[src/rtl/apb_slave.sv]
// APB register slave: NREGS x 32-bit read/write registers at byte address 4*i, registered PRDATA/PREADY/PSLVERR.
// Define APB_SLAVE_WAIT_EN to insert one wait state (IDLE->WAIT->ACCESS) before the transfer completes.
module apb_slave #(
    parameter int NREGS = 8
) (
    input  logic        PCLK,
    input  logic        PRESET,
    input  logic        PSEL,
    input  logic        PENABLE,
    input  logic        PWRITE,
    input  logic [31:0] PADDR,
    input  logic [31:0] PWDATA,
    output logic [31:0] PRDATA,
    output logic        PREADY,
    output logic        PSLVERR
);

    localparam int IDXW = (NREGS > 1) ? $clog2(NREGS) : 1;

`ifdef APB_SLAVE_WAIT_EN
    typedef enum logic [1:0] {IDLE = 2'd0, ACCESS = 2'd1, WAIT = 2'd2} state_t;
`else
    typedef enum logic [1:0] {IDLE = 2'd0, ACCESS = 2'd1} state_t;
`endif

    state_t            r_state;
    state_t            w_nxt_state;

    logic [31:0]       r_regs [NREGS];
    logic [IDXW-1:0]   r_idx;
    logic              r_write;
    logic [31:0]       r_wdata;
    logic              r_err;

    logic [31:0]       r_prdata;
    logic              r_pready;
    logic              r_pslverr;

    logic              w_setup;
    logic              w_addr_err;
    logic [IDXW-1:0]   w_idx;
    logic              w_capture;
    logic              w_commit;
    logic [31:0]       w_nxt_prdata;
    logic              w_nxt_pready;
    logic              w_nxt_pslverr;

    assign w_setup    = PSEL && !PENABLE;
    assign w_addr_err = (PADDR[1:0] != 2'b00) || (PADDR[31:2] >= 30'(NREGS));
    assign w_idx      = PADDR[IDXW+1:2];

    always_comb begin
        w_nxt_state   = r_state;
        w_capture     = 1'b0;
        w_commit      = 1'b0;
        w_nxt_prdata  = r_prdata;
        w_nxt_pready  = r_pready;
        w_nxt_pslverr = r_pslverr;
        case (r_state)
            IDLE: begin
                w_nxt_prdata  = '0;
                w_nxt_pready  = 1'b0;
                w_nxt_pslverr = 1'b0;
                if (w_setup) begin
                    w_capture = 1'b1;
`ifdef APB_SLAVE_WAIT_EN
                    w_nxt_state = WAIT;
`else
                    w_nxt_state   = ACCESS;
                    w_nxt_pready  = 1'b1;
                    w_nxt_pslverr = w_addr_err;
                    w_nxt_prdata  = (!PWRITE && !w_addr_err) ? r_regs[w_idx] : '0;
`endif
                end
            end
`ifdef APB_SLAVE_WAIT_EN
            WAIT: begin
                if (!PSEL) begin
                    w_nxt_state = IDLE;
                end else begin
                    // Load is deferred to here so the read sees any state settled during the wait.
                    w_nxt_state   = ACCESS;
                    w_nxt_pready  = 1'b1;
                    w_nxt_pslverr = r_err;
                    w_nxt_prdata  = (!r_write && !r_err) ? r_regs[r_idx] : '0;
                end
            end
`endif
            ACCESS: begin
                if (!PSEL) begin
                    w_nxt_state   = IDLE;
                    w_nxt_prdata  = '0;
                    w_nxt_pready  = 1'b0;
                    w_nxt_pslverr = 1'b0;
                end else if (PENABLE) begin
                    w_commit      = r_write && !r_err;
                    w_nxt_state   = IDLE;
                    w_nxt_prdata  = '0;
                    w_nxt_pready  = 1'b0;
                    w_nxt_pslverr = 1'b0;
                end
            end
            default: begin
                w_nxt_state   = IDLE;
                w_nxt_prdata  = '0;
                w_nxt_pready  = 1'b0;
                w_nxt_pslverr = 1'b0;
            end
        endcase
    end

    always_ff @(posedge PCLK) begin
        if (PRESET) r_state <= IDLE;
        else        r_state <= w_nxt_state;
    end

    always_ff @(posedge PCLK) begin
        if (PRESET) begin
            for (int i = 0; i < NREGS; i++) r_regs[i] <= '0;
            r_idx     <= '0;
            r_write   <= 1'b0;
            r_wdata   <= '0;
            r_err     <= 1'b0;
            r_prdata  <= '0;
            r_pready  <= 1'b0;
            r_pslverr <= 1'b0;
        end else begin
            if (w_capture) begin
                r_idx   <= w_idx;
                r_write <= PWRITE;
                r_wdata <= PWDATA;
                r_err   <= w_addr_err;
            end
            if (w_commit) r_regs[r_idx] <= r_wdata;
            r_prdata  <= w_nxt_prdata;
            r_pready  <= w_nxt_pready;
            r_pslverr <= w_nxt_pslverr;
        end
    end

    assign PRDATA  = r_prdata;
    assign PREADY  = r_pready;
    assign PSLVERR = r_pslverr;

endmodule

[config.mk]
export PLATFORM = sky130hd
export DESIGN_NAME = apb_slave
export DESIGN_NICKNAME = d
export VERILOG_FILES = /design/src/rtl/apb_slave.sv
export SDC_FILE = /design/constraint.sdc
export NUM_CORES = 1
export LEC_CHECK = 0
export CAP_MARGIN = 20
export CELL_PAD_IN_SITES_DETAIL_PLACEMENT = 0
export CELL_PAD_IN_SITES_GLOBAL_PLACEMENT = 1
export CORE_ASPECT_RATIO = 1.2
export CORE_MARGIN = 2
export CORE_UTILIZATION = 40
export DETAILED_ROUTE_END_ITERATION = 12
export PLACE_DENSITY = 0.79
export REMOVE_ABC_BUFFERS = 1
export SLEW_MARGIN = 20
export SYNTH_ARGS = -nofsm -noshare
export SYNTH_HDL_FRONTEND = slang
export SYNTH_SLANG_ARGS = --single-unit
[constraint.sdc]
create_clock -name PCLK -period 4.59 [get_ports PCLK]
set_input_delay 1.1475 -clock PCLK [delete_from_list [all_inputs] [get_ports PCLK]]
set_output_delay 1.1475 -clock PCLK [all_outputs]
set_load 0.02 [all_outputs]
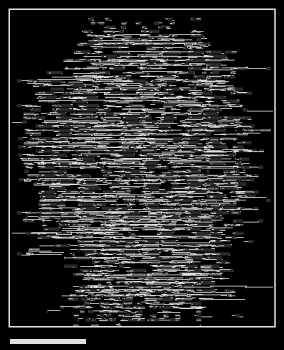
*Signal wires on met1*
The bar under the picture is 50 um long.
The wires run mostly horizontal. The layer holds 40% of the routed length.

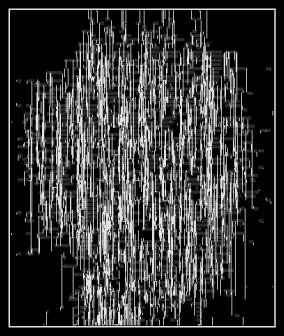
*M2 wires*
The longest straight run is 81.3 um. The layer holds 54% of the routed length. 915 nets have wire on it. The layer carries 16,500 um of wire. The wires run mostly vertical.
met2 Usage GRT: 32.1%
total number of vias: 7,666
WL final: 30,800 um

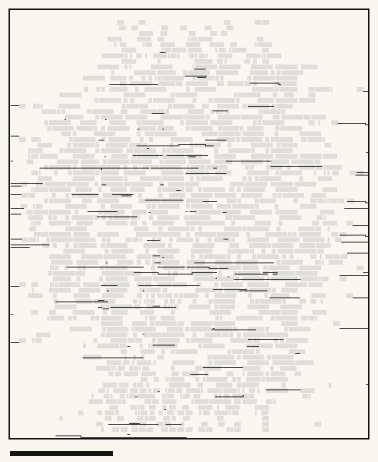
*Signal wires on met3*
The bar under the picture is 50 um long.
The layer holds 4.1% of the routed length. The layer carries 1,260 um of wire.
met3 global-route usage: 2.58%

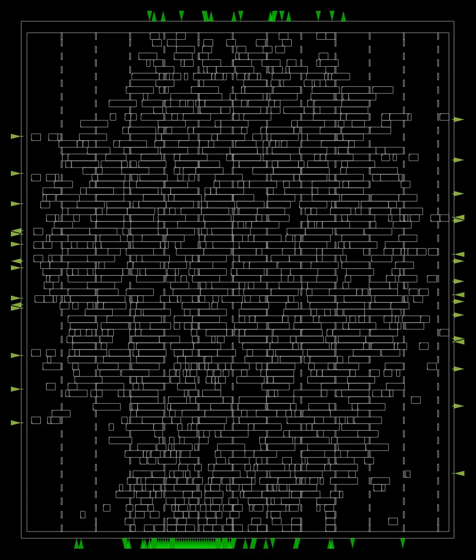
*Placement view*
Final Non-Filler Cells: 1,511
Fill cells: 2,902

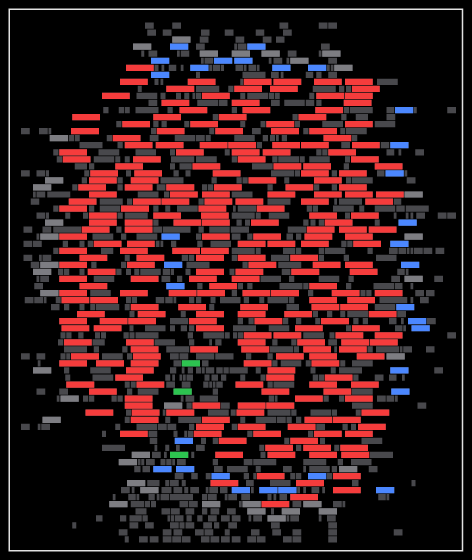
*Where the registers sit*
Key: red = r_regs [placed flops 256]; green = r_idx [placed flops 3]; blue = PRDATA [placed flops 32]
Another 37 sequential cells are not coloured.

==> job_summary.md <==
## Implementation flow summary

| Metric | Value |
|---|---|
| Main power group | registers |
| Cell type with the largest total area | edfxtp_1 |
| Setup WS pre-CTS | 0.830 ns |
| Initial antenna violation count | 1 |
| H-tree levels | 2 |
| Top cell area share | 55.1% |
| Crit end category | flop |
| Mux frac, synth | 15.3% |
| Worst EP arrival | 3.64 ns |
| # DRC | 0 |
| Post-synth top cells | and2_1 (256), edfxtp_1 (256), dfxtp_1 (72) |
| Critical path's slowest cell | or4_4 |
| CTS buffer count | 35 |
| Initial Util | 40.8% |
| Largest net degree at the start of global routing | 66 |
| Die width | 175 um |
| DR WL/cell | 20.4 um |
| Num rows | 74 |
| Worst r2r dst | PRDATA[30] |
| Cell mode on critical path | or3_1 |
| Most used routing layer | met2 |
| Flop share of the area | 54.7% |
| Register-to-Register Setup Slack | 2.28 ns |
| Number of clock-tree buffers in the layout | 49 |
| Post-DRT Antenna Nets | 0 |
| PostCTS Resize Cnt | 0 |
| Port-buffer cells | 102 |
| Max IR drop VDD | 0.213 mV |
| M1 GR Usage | 20.7% |
| Inverters | 2 |
| Top Metal Used | met4 |
| FMAX | 312 MHz |
| Status | complete, no violations |
| DR WL met3 | 1260 um |
| Syn avg cell area | 15.0 um2 |
| Setup crit start kind | input pin |
| Net Sw Frac | 21.4% |
| CTS max path bufs | 3 |
| Final number of hold-violating endpoints | 0 |
| Seq. pwr | 3.38 mW |
| Hpwl dp | 17,800 um |
| GPL Wtd Cong | 0.750 |
| Reg2reg start | r_state[0] |
| Post-Syn Instances | 928 |
| P per Cell Area | 397 mW/mm2 |
| Ys async rst share | 0% |
| Fin crit period | 3.21 ns |
| CTS tree | done |
| Cell Area, Placed | 0.0156 mm2 |
| GR Overflow Total | 0 |
| Critical Path RT | 5.02 ns |
| Hold Path Depth | 2 |
| Levels on crit path | 7 |
| Worst Hold Path EP | PRDATA[25] |
| Layout Skew | 0.0182 ns |
| Clk_lat worst skew | 0.51 ns |
| Clk pwr share | 42.2% |
| Util after Layout | 48.7% |
| Dominant comb cell | multiplexers |
| Final Net Count | 1,101 |
| Hold WS | 0.454 ns |
| Sw Pwr | 1.42 mW |
| Setup TNS | 0 ns |
| Critical path startpoint | PSEL |
| Met1 wire length | 12,300 um |
| P&R area growth vs syn | 19.6% |
| Iter 0 DRT Violations | 496 |
| Number of tapcells | 456 |
| Bufs and invs on worst path | 1 |
| Routed wire length on met2 | 16,500 um |
| Vias per Instance | 5.07 |
| Top cells by area | edfxtp_1 (55%), and2_1 (11%), dfxtp_1 (10%) |
| Number of distinct library cells after synthesis | 32 |
| ClkCell Share | 6.82% |
Power is estimated from default activity; no workload was simulated.
